Figure 1. Clock wires, drivers and flops (run 1).
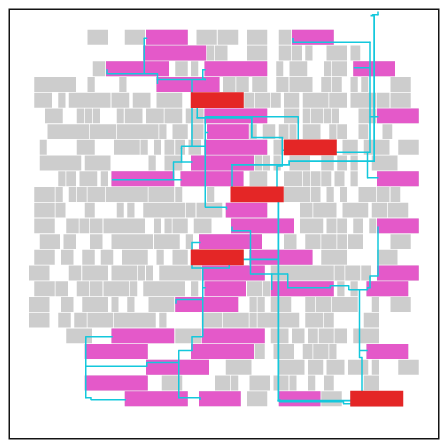
Figure 2. Cells colored by class (run 1).
The bar under the picture is 20 um long.
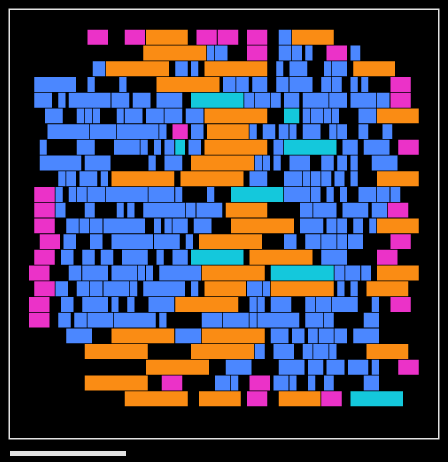
Figure 3. Routing congestion map (run 1).
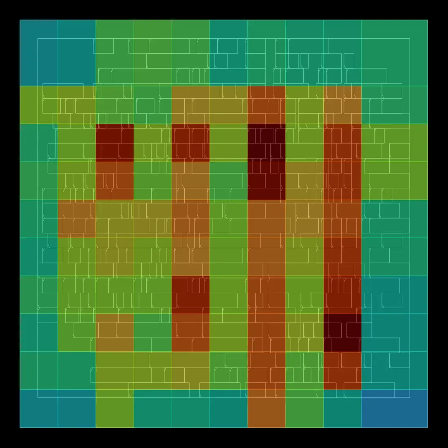
Design pipelined_mac, sky130hd; sources not shown.
==> impl_metrics.csv, run 1 <==
group,metric,value,unit
status,outcome,"finished, final reports clean",
clocking,clockRootBuffer,"clkbuf_16",
setup_path,reg2regPathDepth,9,
synthesis,postSynthCellCount,268,
final_layout,largest_register_ff_count,16,
setup_path,cp_num_buf_inv,4,
hold_path,hold_path_class,"flip-flop to flip-flop",
timing,report.final.setup_viol,0,
detailed_routing,detailed_router_iteration_count_before_antenna_repair,4,
clocking,postCtsSetupBuffers,0,
clocking,cts_made_buffers,5,
final_layout,layoutNonFillerInstCount,352,
placed_design,port-buffer-count,28,
global_routing,first_pass_grt_wire_length,8.67,mm
clocking,cts_resized,0,
global_routing,grt_pass1_vias,2018,
timing,finalHoldWorstSlack,0.370,ns
clocking,htreeDepth,2,
die,chipArea,5490,um2
synthesis,yosys.area.top_type_share,0.250,
pwr,pwr_density_cell,314,nW/um2
detailed_routing,via_per_inst,5.55,
synthesis,largest_cells_by_area,"edfxtp_1, ha_1, dfxtp_1",
synthesis,flop_cell,"edfxtp_1",
synthesis,most_common_cell,"inv_1",
die,die-width,74.1,um
clocking,clk_transition_reported_paths,0.06,ns
global_routing,antenna_found_initial,0,
timing,achievable-frequency,233,MHz
clocking,cts_buffer_depth,2,
detailed_routing,route.detailed.drc,0,
pwr,totalPowerFinal,0.987,mW
timing,timing.final.hold_violations,0,
synthesis,synth.distinct_cells,40,
placed_design,postPlaceCellArea,2980,um2
placed_design,place_worst_setup_slack,0.539,ns
synthesis,yosys_warning_count,0,
synthesis,edf_count,22,
job,number_of_warnings_the_tools_reported,26,
final_layout,syn_to_final_growth,19.0,%
timing,setup-tns-final,0,ns
pwr,cellLeakagePower,1.39,nW
-- Figure 1 (at the start) --
[clock drivers] red | count: 5
[clock wires] cyan | length: 503 um
[flip-flops] magenta | count: 36
routed clock nets: 6
insertion delay of the later-clocked pin in the worst-skew pair: 0.28 ns
clock share of power: 0.350
Clk power: 0.345 mW

-- Figure 2 (at the start) --
| class | color | cells | share of their area |
|---|---|---|---|
| sequential cells | orange | 36 | 31% |
| clock drivers and dummy loads | cyan | 8 | 5.4% |
| remaining buffers and delay cells | magenta | 29 | 9.3% |
| combinational and other logic | blue | 227 | 55% |
standard-cell rows: 24
Design Area, Final: 3150 um2
total core area: 4410 um2
fraction of area in registers: 0.299
share of the core filled with cells in the final layout: 0.713

-- Figure 3 (at the start) --
met3 capacity usage during global routing: 0.0486
met2 Usage GRT: 0.345
met1 Usage GRT: 0.239
most congested layer reported by global routing: met2

-- run 1: cells in the final DEF, fill, tap and decap left out, drive strengths merged, types with 2 or more instances in the layout --
master | Yosys | routed
xnor2 | 13 | 13
nand4b | 2 | 2
edfxtp | 22 | 22
nand2 | 10 | 10
o21ai | 10 | 10
xor2 | 6 | 6
nand3b | 2 | 2
nor3 | 6 | 6
and3 | 2 | 2
clkdlybuf4s50 | 0 | 28
nor2 | 20 | 20
inv | 36 | 36
mux2i | 4 | 4
o21a | 4 | 4
nand3 | 9 | 9
o22ai | 3 | 3
or3 | 3 | 3
a211oi | 8 | 8
nor2b | 4 | 4
ha | 28 | 28
and2 | 15 | 15
clkbuf | 4 | 5
dfxtp | 14 | 14
a21o | 3 | 3
fa | 13 | 13
a21oi | 11 | 11
nor4 | 2 | 2
nand2b | 2 | 2
-- run 1: kinds of logic (layout without fill, tap and decap cells) --
group / after synthesis / after routing / synth area share
DFF: 36 / 36 / 0.356
xor gates and xnor gates: 19 / 19 / 0.0630
buffers and inverters: 41 / 73 / 0.0587
AOI/OAI and AO/OA: 47 / 47 / 0.115
adders and majority gates: 41 / 41 / 0.231
and+or+nand+nor: 79 / 79 / 0.157
muxes: 5 / 5 / 0.0194
-- run 1: power breakdown --
part	switching, mW	internal [mW]	total (mW)
registers	0.0192	0.353	0.373
clock network	0.118	0.227	0.345
logic	0.144	0.125	0.269
-- run 1: final cells by class --
cell class	instances	area, um2	area share
multi-input cells	191	1550	0.492
well taps	52	65.1	0.0207
clock inverters	3	42.5	0.0135
inverters	36	135	0.0430
clock buffers	5	125	0.0398
repair buffers	29	288	0.0915
flip-flops and latches	36	941	0.299
-- run 1: metal layers --
layer  vias up  track usage  part of all wire
met5         -            0                 0
met4         0        0.115             0.026
met3        15       0.0486             0.039
met2        48        0.345              0.50
met1       909        0.239              0.44
li1        982            -                 -
--- run 2 (diff from run 1) ---
--- a/config.mk
+++ b/config.mk
@@ -7,10 +7,10 @@
 export LEC_CHECK = 0
 export CAP_MARGIN = 20
 export CORE_MARGIN = 3
-export CORE_UTILIZATION = 57
+export CORE_UTILIZATION = 51
 export CTS_BUF_LIST = sky130_fd_sc_hd__clkbuf_16
 export DETAILED_ROUTE_END_ITERATION = 7
-export PLACE_DENSITY = 0.81
+export PLACE_DENSITY = 0.76
 export SYNTH_ARGS = -nofsm -noshare
 export SYNTH_HDL_FRONTEND = slang
 export SYNTH_SLANG_ARGS = --single-unit
==> constraint.sdc (replaced) <==
create_clock -name clk -period 3.9 [get_ports clk]
set_clock_uncertainty 0.05 [all_clocks]
set_input_delay 0.585 -clock clk [delete_from_list [all_inputs] [get_ports clk]]
set_output_delay 0.585 -clock clk [all_outputs]
set_load 0.02 [all_outputs]
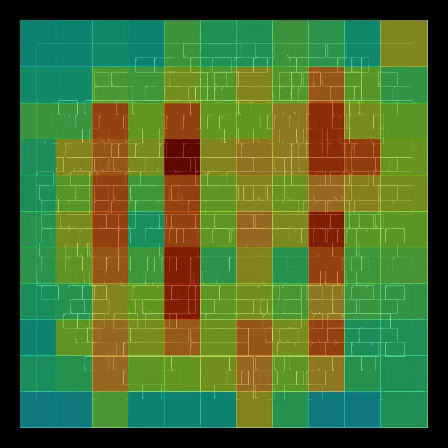
Figure 4: run 2, routing congestion map.
met3 capacity usage during global routing: 0.0348
met2 Usage GRT: 0.336
met1 Usage GRT: 0.191
share of the core filled with cells in the final layout: 0.675
wire length per cell: 12.6 um

==> run 2 against run 1 <==
- cell area is 4.8% higher
- sequential power is 32% higher
- critical path depth stayed put
- cell count is 9.7% higher
- non-clock buffer count is 19 higher
- count of clock-buffer cells in the layout stayed put
- sequential share of layout area is 1.4 points lower
- wire length is 1.2% lower
- critical path type unchanged
- largest cell class unchanged
- largest power group unchanged
==> impl_metrics.csv, run 2 <==
group,metric,value,unit
synthesis,yosys.area.top_type_share,0.250,
global_routing,first_pass_grt_wire_length,8.45,mm
synthesis,synth.distinct_cells,40,
final_layout,final_layout_top_logic_cells,"inv_1, ha_1, edfxtp_1",
status,outcome,"finished, final reports clean",
detailed_routing,via_per_inst,5.15,
synthesis,largest_cells_by_area,"edfxtp_1, ha_1, dfxtp_1",
synthesis,yosys_warning_count,0,
synthesis,flop_cell,"edfxtp_1",
timing,finalHoldWorstSlack,0.366,ns
timing,setup-tns-final,0,ns
synthesis,most_common_cell,"inv_1",
timing,timing.final.hold_violations,0,
clocking,clk_transition_reported_paths,0.05,ns
clocking,worst_skew_pair.late_latency,0.28,ns
clocking,cts_buffer_depth,2,
clocking,clockRootBuffer,"clkbuf_16",
global_routing,grt_pass1_vias,2002,
hold_path,hold_path_class,"flip-flop to flip-flop",
synthesis,postSynthCellCount,268,
pwr,internal-power,0.891,mW
clocking,cts_made_buffers,5,
pwr,seqPwrFrac,0.389,
detailed_routing,route.detailed.drc,0,
placed_design,port-buffer-count,28,
synthesis,edf_count,22,
detailed_routing,detailed_router_iteration_count_before_antenna_repair,4,
pwr,pwr_density_cell,383,nW/um2
pwr,cellLeakagePower,1.49,nW
job,number_of_warnings_the_tools_reported,26,
die,chipArea,6080,um2
pwr,totalPowerFinal,1.26,mW
pwr,p_switching,0.373,mW
die,standard_cell_rows,25,
final_layout,syn_to_final_growth,24.7,%
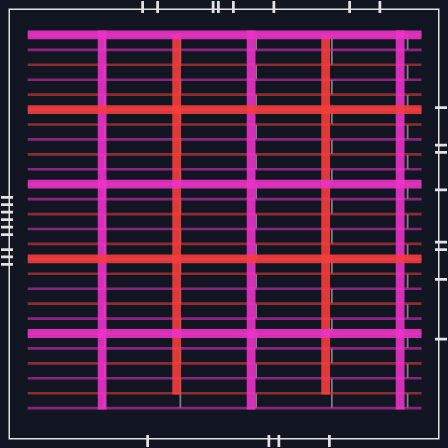
Figure 5: run 2, floorplan with the power grid.
Pins as bars on the die edge. Tap cells in gray.
| net | color |
|---|---|
| VSS | magenta |
| VDD | red |
met1 rails: 26
tap cells: 67
met4 straps: 5
Die Span Y: 78.0 um
total core area: 4880 um2
die boundary width: 78.0 um
peak supply drop: 0.259 mV

==> run 2: cell count changes in the layout (fill, tap and decap cells not counted), moves of 2 or more <==
cell and delta:
clkdlybuf4s50_1 -7, buf_4 +19, dlygate4sd2_1 +4, nand3_2 +3
clkbuf_2 +2, nand3_1 -3
==> run 2: final cells by class <==
cell class,instances,area (um2)
clock buffer,5,125
clock inverter,3,20.0
fill,408,1580
inverter,36,135
multi-input combinational,191,1570
sequential,36,941
tap,67,83.8
timing repair buffer,48,418
==> run 2: power groups by stage <==
| stage | combinational [mW] | sequential, mW | clock [mW] |
|---|---|---|---|
| 2_1_floorplan | 0.254 | 0.503 | 0 |
| 3_5_place_dp | 0.385 | 0.499 | 0 |
| 3_3_place_gp | 0.370 | 0.496 | 0 |
| 5_1_grt | 0.441 | 0.495 | 0.408 |
| 6_report | 0.387 | 0.491 | 0.386 |
| 4_1_cts | 0.390 | 0.491 | 0.397 |
==> run 2: what timing repair did <==
action / in CTS / in global routing
pin swaps: 0 / 1
resized: 11 / 6
cloned: 0 / 0
setup endpoints to repair: 1 / 1
==> run 2: worst max-delay path, delay by kind of cell <==
| kind | cells | cell delay (ns) |
|---|---|---|
| XOR/XNOR | 2 | 0.24 |
| buffers and inverters | 4 | 0.47 |
| AND-OR/OR-AND | 1 | 0.15 |
| AND/OR/NAND/NOR | 1 | 0.12 |
| adder cells (fa/ha/maj) | 5 | 2.13 |
==> run 2: routing by layer <==
| layer | GRT usage | share of wire | vias up |
|---|---|---|---|
| li1 | - | - | 1026 |
| met1 | 0.191 | 0.42 | 915 |
| met2 | 0.336 | 0.53 | 43 |
| met3 | 0.0348 | 0.042 | 5 |
| met4 | 0.0507 | 0.0089 | 0 |
| met5 | 0 | 0 | - |
==> run 2: metrics by stage <==
stage	setup WS, ns	area [um2]
after floorplan	0.256	2640
after global placement	-0.348	3140
after detailed placement	-0.480	3140
after CTS	0.0237	3300
after global routing	0.0304	3300
final	0.185	3300
==> run 2: kinds of logic after synthesis <==
kind of cell               after synthesis  synth area share
xor gates and xnor gates                19            0.0630
buffers and inverters                   41            0.0587
adders and majority gates               41             0.231
muxes                                    5            0.0194
AOI/OAI and AO/OA                       47             0.115
DFF                                     36             0.356
and+or+nand+nor                         79             0.157
Power is estimated from default activity; no workload was simulated.
